Fig. 1: sequential cells coloured by netlist name
Scale: 3 px per um.
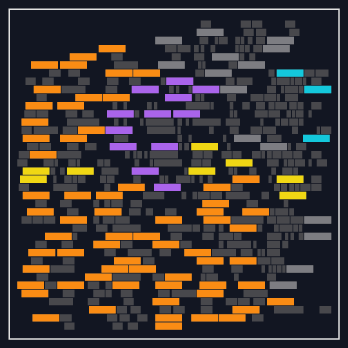
Fig. 2: wiring heat map
Scale: 3 px per um. The die is cut into 22 by 22 equal tiles; black is low, pale yellow is high, scaled to the fullest tile. Values are wire area over tile area, all layers added.
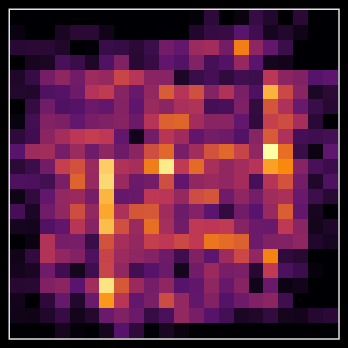
Fig. 3: clock routing
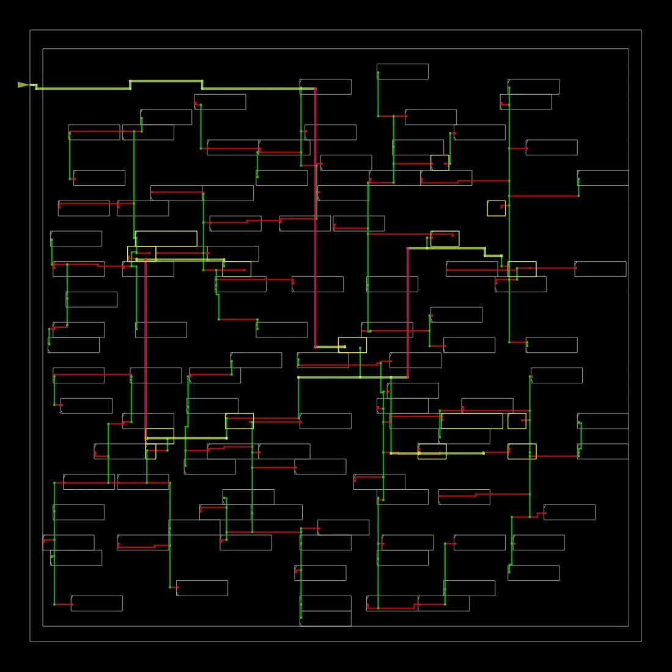
Fig. 4: met3 routing
Scale: 4 px per um.
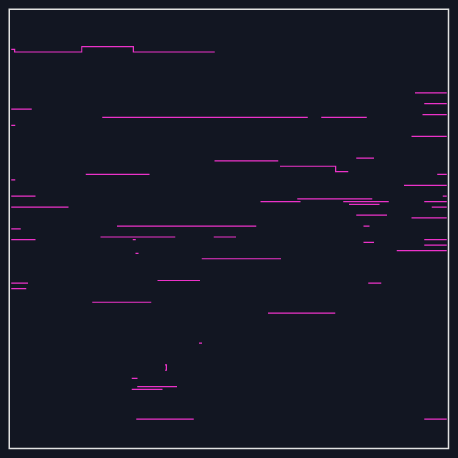
Fig. 5: cells by drive strength
Scale: 4 px per um.
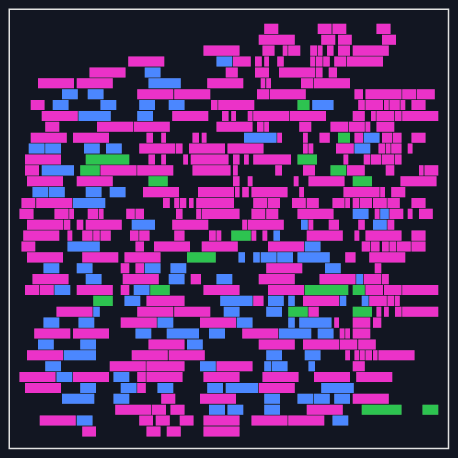
==> config.mk <==
export PLATFORM = sky130hd
export DESIGN_NAME = dlfloat_result_serializer
export DESIGN_NICKNAME = d
export VERILOG_FILES = /design/src/rtl/dlfloat_result_serializer.sv
export SDC_FILE = /design/constraint.sdc
export NUM_CORES = 1
export LEC_CHECK = 0
export ABC_CLOCK_PERIOD_IN_PS = 3600
export CORE_MARGIN = 2
export CORE_UTILIZATION = 45
export CTS_CLUSTER_DIAMETER = 120
export DETAILED_ROUTE_END_ITERATION = 6
export GPL_TIMING_DRIVEN = 0
export SLEW_MARGIN = 10
export SYNTH_ARGS = -nofsm -noshare
export SYNTH_HDL_FRONTEND = slang
export SYNTH_SLANG_ARGS = --single-unit
==> constraint.sdc <==
create_clock -name clk -period 3.6 [get_ports clk]
set_input_delay 1.08 -clock clk [delete_from_list [all_inputs] [get_ports clk]]
set_output_delay 1.08 -clock clk [all_outputs]
set_load 0.1 [all_outputs]
==> impl_metrics.env <==
# physical design summary
export IMPL_status="completed"
export IMPL_fp_nets=411
export IMPL_final_clk_cell_share_pct=3.70
export IMPL_chipArea_um2=12000
export IMPL_dr_pass1_iters=5
export IMPL_synth_top_cell_by_area="dfrtp_1"
export IMPL_clockBufferDepth=2
export IMPL_cp_max_fo=9
export IMPL_cts_resized=0
export IMPL_nFillCells=961
export IMPL_nonClkBufAreaFrac_pct=8.99
export IMPL_place_ws_ns=-0.0908
export IMPL_worstSetupStartpointType="input port"
export IMPL_rsz0062_at_grt="no"
export IMPL_well_tap_count=140
export IMPL_ys_sh_aoi_pct=8.03
export IMPL_grt_max_degree=91
export IMPL_clkLatencyLatePin_ns=0.38
export IMPL_antenna_found_initial=0
export IMPL_power_density_nw_per_um2=936
export IMPL_syn_avg_cell_area_um2=13.3
export IMPL_topCellsByArea="dfrtp_1 (51%), mux2_2 (15%), mux4_2 (6.8%)"
export IMPL_tightest_slew_ns=0.981
export IMPL_dpl_cell_area_um2=5600
export IMPL_power_group_top="combinational logic"
export IMPL_adder_share_pct=3.75
export IMPL_path_depth=8
export IMPL_mux_area_share_pct=25.7
export IMPL_drv_cap=0
export IMPL_tns_ns=0
export IMPL_fp_row_count=38
export IMPL_dr_first_iter_drc_count=172
export IMPL_top_cells_by_count="dfrtp_1 (102), mux2_2 (67), nand2_1 (28), o21ai_0 (26), inv_1 (16)"
export IMPL_logic_gate_count=241
export IMPL_drive_above_1_share_pct=27.1
export IMPL_globalRouteMet1Util_pct=27.5
export IMPL_grt_pass1_vias=3357
export IMPL_drc=0
export IMPL_min_path_cells=2
export IMPL_yosysSeqAreaShare_pct=51.0
export IMPL_die_h_um=109
export IMPL_topCombFamilyByArea="multiplexers"
export IMPL_overflow=0
export IMPL_warnings=36
export IMPL_simple_gate_area_share_pct=6.53
export IMPL_antennaDiodeCount=0
export IMPL_hp_class="register to register"
export IMPL_io_pins=41
export IMPL_nNonClkInverters=16
export IMPL_num_nets_final=462
export IMPL_whs_ns=0.505
export IMPL_port_buffer_count=39
export IMPL_totalPowerFinal_mw=5.44
export IMPL_p_comb_mw=2.70
export IMPL_htree_levels=3
export IMPL_finalNonFillerCells=571
export IMPL_fin_crit_ns=3.30
export IMPL_p_clk_share_pct=14.9
export IMPL_dr_wl_met2_mm=5.18
export IMPL_cts_setup_buffers=0
export IMPL_grt_pass1_wl_mm=17.9
export IMPL_setup_viol=0
export IMPL_core_area_um2=10800
export IMPL_yosysWarnings=0
export IMPL_routed_top_layer="met4"
export IMPL_logic_area_um2=2290
export IMPL_largest_class="flip-flops and latches"
export IMPL_p_sw_mw=2.21
export IMPL_use_met2_pct=32.1
export IMPL_crit_arrival_ns=3.56
export IMPL_critPathKind="input port to register"
export IMPL_grt_busiest_layer="met2"
export IMPL_drv_slew=0
export IMPL_ys_sh_xor_pct=1.75
export IMPL_layout_top_cells="dfrtp_1 (102), mux2_2 (67), clkdlybuf4s50_1 (37)"
export IMPL_ys_async_sr_fraction_pct=100
export IMPL_lay_top_count="dfrtp_1"
export IMPL_wirelength_met1_mm=5.01
export IMPL_fp_util_pct=46.2
export IMPL_ys_ff=102
export IMPL_sh_comb_area_pct=39.4
export IMPL_cts_hold_buf=0
export IMPL_gp_congestion=0.772
export IMPL_cts_buffers_inserted=9
export IMPL_hold_violations=0
export IMPL_flop_count=102
export IMPL_combPwrFrac_pct=49.5
export IMPL_synth_area_yosys_um2=5000
export IMPL_largest_reg_flops=64
## Picture notes: Fig. 1
- cyan: o_level (flops 3)
- purple: r_flag (flops 12)
- yellow: o_out_byte (flops 8)
- orange: r_mem (flops 64; where all over the die)
- not coloured: 15
Flop+latch power: 1.94 mW
Seq/total area: 43.9%

## Picture notes: Fig. 2
- mean over tiles: 0.14
- densest ninth of the die: centre
- emptiest ninth of the die: north-west
drt wl/cell: 19.1 um
final wirelength: 10.9 mm

## Picture notes: Fig. 3
clock skew: 0.0125 ns
clock sinks: 102
clock buffer count: 9
Clk power: 0.808 mW

## Picture notes: Fig. 4
- longest straight run: 51.1 um
- nets with wire on the layer: 43
- share of all routed wire: 4.7%
Vias: 3,241
met3 usage: 4.27%

## Picture notes: Fig. 5
- green: drive 6 and up (cells 18; share 4.2%)
- blue: drive 2 (cells 99; share 23%)
- magenta: drive 1 or less (cells 314; share 73%)
design area: 5820 um2
Signal buffers: 57
Final WS setup: 0.299 ns
Layout area overhead: 16.2%

Power and IR drop assume default switching activity.
